layer_met1.png
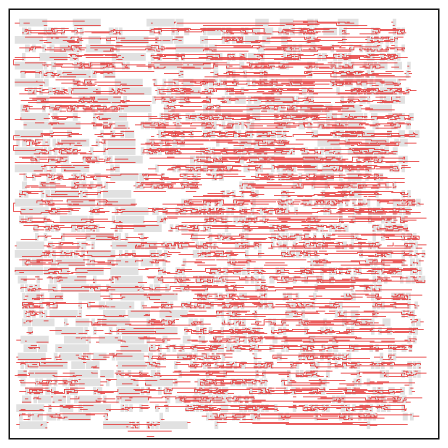
layer_met2.png
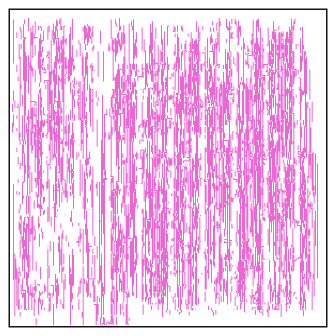
layer_met3.png
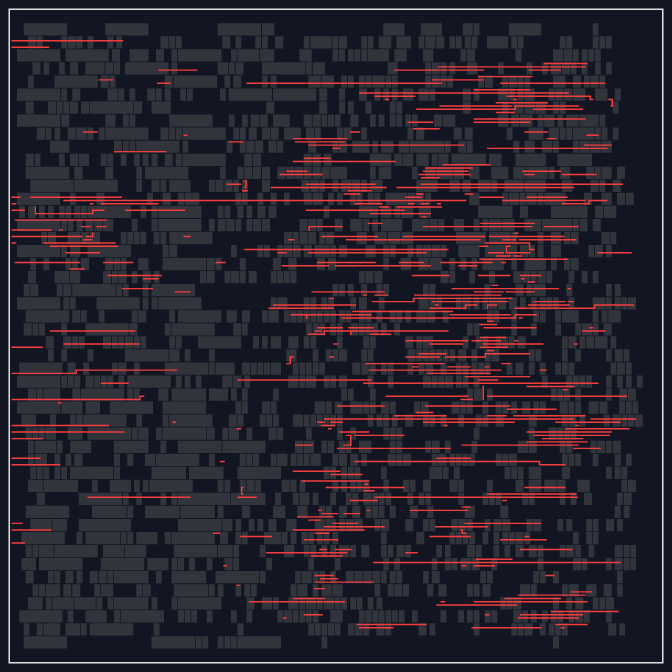
layer_met4.png
Bar = 50 um.
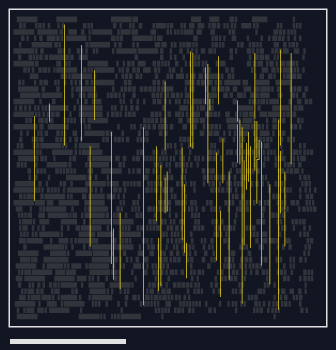
`src/rtl/snn_pkg.sv`:
```
// Shared SNN core definitions: neuron/sensor indexing used by the front end and core.
package snn_pkg;

  localparam int NUM_NEURONS   = 16;
  localparam int NEURON_ADDR_W = $clog2(NUM_NEURONS);

  typedef logic [NEURON_ADDR_W-1:0] neuron_addr_t;

endpackage

```
`src/rtl/rr_arbiter.sv`:
```
// Combinational round-robin arbiter: first set request at or after ptr wins.
module rr_arbiter
  import snn_pkg::*;
#(
  parameter  int N = NUM_NEURONS,
  localparam int W = $clog2(N)
) (
  input  logic [N-1:0] req,
  input  logic [W-1:0] ptr,
  input  logic         en,
  output logic [N-1:0] grant,
  output logic [W-1:0] grant_idx
);

  logic [W-1:0] idx_s;
  logic         found_s;

  // Scan N positions starting at ptr; index arithmetic wraps because N is a power of 2.
  always_comb begin
    grant     = '0;
    grant_idx = '0;
    found_s   = 1'b0;
    idx_s     = '0;
    for (int i = 0; i < N; i++) begin
      idx_s = ptr + W'(i);
      if (en && !found_s && req[idx_s]) begin
        grant[idx_s] = 1'b1;
        grant_idx    = idx_s;
        found_s      = 1'b1;
      end else begin
        found_s = found_s;
      end
    end
  end

endmodule

```
`src/rtl/sensor_event_arbiter.sv`:
```
// Sensor front end: coalesces spikes into pending flags, round-robin serialises
// them into a small event FIFO and counts spikes lost to coalescing.
module sensor_event_arbiter
  import snn_pkg::*;
#(
  parameter int NUM_SENSORS = NUM_NEURONS,
  parameter int FIFO_DEPTH  = 8,
  parameter int DROP_CNT_W  = 8
) (
  input  logic                           clock,
  input  logic                           reset_n,
  input  logic [NUM_SENSORS-1:0]         sensor_spike,
  input  logic                           event_ack,
  output logic                           event_received,
  output logic [$clog2(NUM_SENSORS)-1:0] event_addr,
  output logic                           fifo_full,
  output logic [DROP_CNT_W-1:0]          drop_count
);

  localparam int ADDR_W = $clog2(NUM_SENSORS);
  localparam int PTR_W  = $clog2(FIFO_DEPTH);
  localparam int CNT_W  = PTR_W + 1;
  localparam int POP_W  = ADDR_W + 1;
  localparam int SUM_W  = DROP_CNT_W + POP_W;
  localparam logic [SUM_W-1:0] DROP_MAX = SUM_W'({DROP_CNT_W{1'b1}});

  logic [NUM_SENSORS-1:0] pending_r;
  logic [ADDR_W-1:0]      rr_ptr_r;
  logic [ADDR_W-1:0]      mem_r [FIFO_DEPTH];
  logic [PTR_W-1:0]       wr_ptr_r;
  logic [PTR_W-1:0]       rd_ptr_r;
  logic [CNT_W-1:0]       count_r;
  logic [DROP_CNT_W-1:0]  drop_r;

  logic [NUM_SENSORS-1:0] grant_s;
  logic [ADDR_W-1:0]      grant_idx_s;
  logic [NUM_SENSORS-1:0] coalesced_s;
  logic                   pop_s;
  logic                   push_s;
  logic                   push_ok_s;
  logic [SUM_W-1:0]       drop_sum_s;
  logic [DROP_CNT_W-1:0]  drop_next_s;

  function automatic logic [POP_W-1:0] count_ones(input logic [NUM_SENSORS-1:0] v);
    logic [POP_W-1:0] c;
    c = '0;
    for (int i = 0; i < NUM_SENSORS; i++) c = c + POP_W'(v[i]);
    return c;
  endfunction

  // A pop this cycle frees a slot, so a full FIFO can still accept a grant.
  assign pop_s     = event_ack && (count_r != '0);
  assign push_ok_s = (count_r < CNT_W'(FIFO_DEPTH)) || pop_s;
  assign push_s    = |grant_s;

  rr_arbiter #(.N(NUM_SENSORS)) u_arb (
    .req       (pending_r),
    .ptr       (rr_ptr_r),
    .en        (push_ok_s),
    .grant     (grant_s),
    .grant_idx (grant_idx_s)
  );

  // A spike on the line being granted is not a loss: it simply re-arms the flag.
  assign coalesced_s = sensor_spike & pending_r & ~grant_s;

  // Saturating accumulation of coalesced spikes.
  always_comb begin
    drop_sum_s = SUM_W'(drop_r) + SUM_W'(count_ones(coalesced_s));
    if (drop_sum_s > DROP_MAX) begin
      drop_next_s = '1;
    end else begin
      drop_next_s = drop_sum_s[DROP_CNT_W-1:0];
    end
  end

  // Pending flags, arbiter pointer, FIFO storage/pointers and drop counter.
  always_ff @(posedge clock or negedge reset_n) begin
    if (!reset_n) begin
      pending_r <= '0;
      rr_ptr_r  <= '0;
      wr_ptr_r  <= '0;
      rd_ptr_r  <= '0;
      count_r   <= '0;
      drop_r    <= '0;
      for (int i = 0; i < FIFO_DEPTH; i++) mem_r[i] <= '0;
    end else begin
      pending_r <= (pending_r & ~grant_s) | sensor_spike;
      drop_r    <= drop_next_s;
      if (push_s) begin
        mem_r[wr_ptr_r] <= grant_idx_s;
        wr_ptr_r        <= wr_ptr_r + PTR_W'(1);
        rr_ptr_r        <= grant_idx_s + ADDR_W'(1);
      end
      if (pop_s) begin
        rd_ptr_r <= rd_ptr_r + PTR_W'(1);
      end
      case ({push_s, pop_s})
        2'b10:   count_r <= count_r + CNT_W'(1);
        2'b01:   count_r <= count_r - CNT_W'(1);
        default: count_r <= count_r;
      endcase
    end
  end

  assign event_received = (count_r != '0);
  assign fifo_full      = (count_r == CNT_W'(FIFO_DEPTH));
  assign event_addr     = event_received ? mem_r[rd_ptr_r] : '0;
  assign drop_count     = drop_r;

endmodule

```
`config.mk`:
```
export PLATFORM = sky130hd
export DESIGN_NAME = sensor_event_arbiter
export DESIGN_NICKNAME = d
export VERILOG_FILES = /design/src/rtl/snn_pkg.sv /design/src/rtl/rr_arbiter.sv /design/src/rtl/sensor_event_arbiter.sv
export SDC_FILE = /design/constraint.sdc
export NUM_CORES = 1
export LEC_CHECK = 0
export ABC_AREA = 1
export CAP_MARGIN = 20
export CORE_UTILIZATION = 50
export DETAILED_ROUTE_END_ITERATION = 7
export DONT_BUFFER_PORTS = 1
export RECOVER_POWER = 50
export SLEW_MARGIN = 30
export SYNTH_ARGS = -nofsm -noshare
export SYNTH_HDL_FRONTEND = slang
export SYNTH_SLANG_ARGS = --single-unit
```
`constraint.sdc`:
```
create_clock -name clock -period 8.1 [get_ports clock]
set_input_delay 1.62 -clock clock [delete_from_list [all_inputs] [get_ports clock]]
set_output_delay 1.62 -clock clock [all_outputs]
set_load 0.02 [all_outputs]
```
==> Slide: Implementation Results <==
Synthesis and Place & Route Summary

Critical path
  – Crit Path Class: input port to register
  – R2R setup slack: 0.43 ns
  – Worst R2R Start: rr_ptr_r[1]
  – Max stage delay on crit path: 0.56 ns
  – Worst Path Max Fanout: 19
  – Crit path top cell by count: fa_1
  – R2R cell count: 38

Clock network
  – Hold-fix buffers at CTS: 0
  – CTS Buf Count: 9
  – Maximum clock path buffer count: 2
  – CTS tree: built
  – Worst skew pair latency: 0.33 ns
  – CTS root buffer: clkbuf_16
  – Post CTS Setup Buffer Count: 0
  – Clk pin slew, worst setup/hold paths: 0.06 ns

Worst hold path
  – Worst Hold End: mem_r[11]
  – Hold wc startpoint: mem_r[11]
  – Hold Path Class: register to register

Flow run
  – # Max-Cap Violations: 0

Floorplan
  – IO Pins: 33
  – Pre-Place Util: 0.515
  – CORE AREA: 17400 um2

Layout
  – FILL cells: 1880
  – Layout cells sized above 1: 0.0918
  – Core Util, Final: 0.547

Status
  – Status: finished, final reports clean

Place
  – Worst slack at placement: 0.0523 ns
  – Gpl congestion: 1.08
  – Port Buf Inserts: 0

Synthesis
  – Synthesis area per yosys: 8970 um2
  – Synth Register Bits: 70
  – Yosys synthesis warning count: 0
  – Yosys stat cell total: 1558

Route
  – DRC errors left: 0
  – DRT antenna net count: 0
  – DR WL/cell: 19.2 um
  – First-pass iteration count of the detailed router: 8

STA
  – Cycle use final: 0.959
  – Relative slew slack: 0.406

GRT
  – GRT Total Usage: 0.379
-- layer_met1.png (at the start) --
main direction = horizontal
longest straight run = 50.6 um
nets with wire on the layer = 1514
wire length on this layer = 13800 um
via count: 10400
WL final: 34100 um
grt met1 use: 0.493

-- layer_met2.png (at the start) --
nets with wire on the layer = 1199
wire length on this layer = 15400 um
share of all routed wire = 45%
GR Util met2: 0.618

-- layer_met3.png (at the start) --
main direction = horizontal
longest straight run = 83.7 um
share of all routed wire = 9.6%
wire length on this layer = 3260 um
nets with wire on the layer = 214
met3 GRT Util: 0.0589

-- layer_met4.png (at the start) --
longest straight run = 81.6 um
main direction = vertical
share of all routed wire = 4.7%
wire length on this layer = 1620 um
nets with wire on the layer = 46

==> state kept, by name (all words and copies together) (netlist names) <==
| name | flops |
|---|---|
| count_r | 4 |
| drop_count | 8 |
| mem_r | 32 |
| pending_r | 16 |
| rd_ptr_r | 3 |
| rr_ptr_r | 4 |
| wr_ptr_r | 3 |
==> metal layers <==
metal	track usage	up-vias	part of all wire
met5	0	-	0
met1	0.493	4681	0.41
li1	-	4970	-
met2	0.618	592	0.45
met3	0.0589	113	0.095
met4	0.167	0	0.047
==> cell usage in the layout, fill, tap and decap left out, types with 2 or more instances in the layout <==
cell type,Yosys,final
a21oi_1,9,8
nor2_1,336,336
a31oi_1,7,7
nor2_4,4,4
nand2_1,387,387
dfrtp_1,70,70
clkinv_2,1,4
nand3_4,2,3
clkbuf_16,0,9
nor2_2,8,8
o22ai_1,6,6
nor3_1,16,16
inv_4,0,2
inv_1,167,167
xor2_1,7,7
nand3_1,237,236
o21ai_0,37,37
nand2_4,4,4
or2_2,4,4
bufinv_16,0,2
clkinv_1,4,4
nand4_1,62,62
fa_1,13,13
nand3b_1,3,3
a31o_2,2,2
ha_1,27,27
inv_2,20,17
buf_4,13,40
nand3_2,12,12
o21ai_1,8,8
nand2_2,14,14
nand4_2,4,4
nor2_8,3,3
xnor2_1,4,4
==> final cells by class <==
type,count,area share
well taps,225,0.0296
inverters,193,0.0774
flip-flops and latches,70,0.184
multi-input cells,1226,0.641
clock inverters,6,0.00907
repair buffers,42,0.0348
clock buffers,10,0.0240
==> worst max path at each step <==
stage | end | from | depth (start not counted) | slack, ns
after floorplan | drop_count[2] | event_ack | 34 | 0.88
after CTS | drop_count[2] | event_ack | 32 | 0.33
after global placement | drop_count[2] | event_ack | 32 | 0.15
after detailed placement | drop_count[2] | event_ack | 32 | 0.05
final | drop_count[2] | event_ack | 31 | 0.33
after global routing | drop_count[2] | rr_ptr_r[1] | 42 | -0.04
==> synthesized netlist by cell type (all sizes together) <==
master   number
a211oi        1
a21boi        1
a21oi         9
a31o          2
a31oi         7
buf          41
clkbuf       28
clkinv        5
dfrtp        70
fa           13
ha           27
inv         188
nand2       406
nand3       251
nand3b        3
nand4        67
nor2        351
nor3         16
nor4          1
o2111ai       1
o211ai        2
o21ai        45
o21bai        1
o22ai         6
or2           5
xnor2         4
xor2          7
==> critical path, delay by kind of cell <==
kind                       cells  cell delay [ns]
adders and majority gates      6             2.72
and+or+nand+nor               17             2.46
buffers and inverters          5             0.77
AOI/OAI and AO/OA              3             0.42
==> stage by stage <==
stage,area [um2],hold WS (ns),TNS (ns)
2_1_floorplan,8970,0.437,0
3_3_place_gp,9180,0.450,0
3_5_place_dp,9180,0.454,0
4_1_cts,9500,0.468,0
5_1_grt,9520,0.491,-0.0705
6_report,9520,0.463,0
==> cell families after synthesis <==
family          synth area share
fa+ha+maj                 0.0667
simple gates               0.553
compound gates            0.0481
xor+xnor                  0.0107
flops                      0.195
buf+inv                    0.126
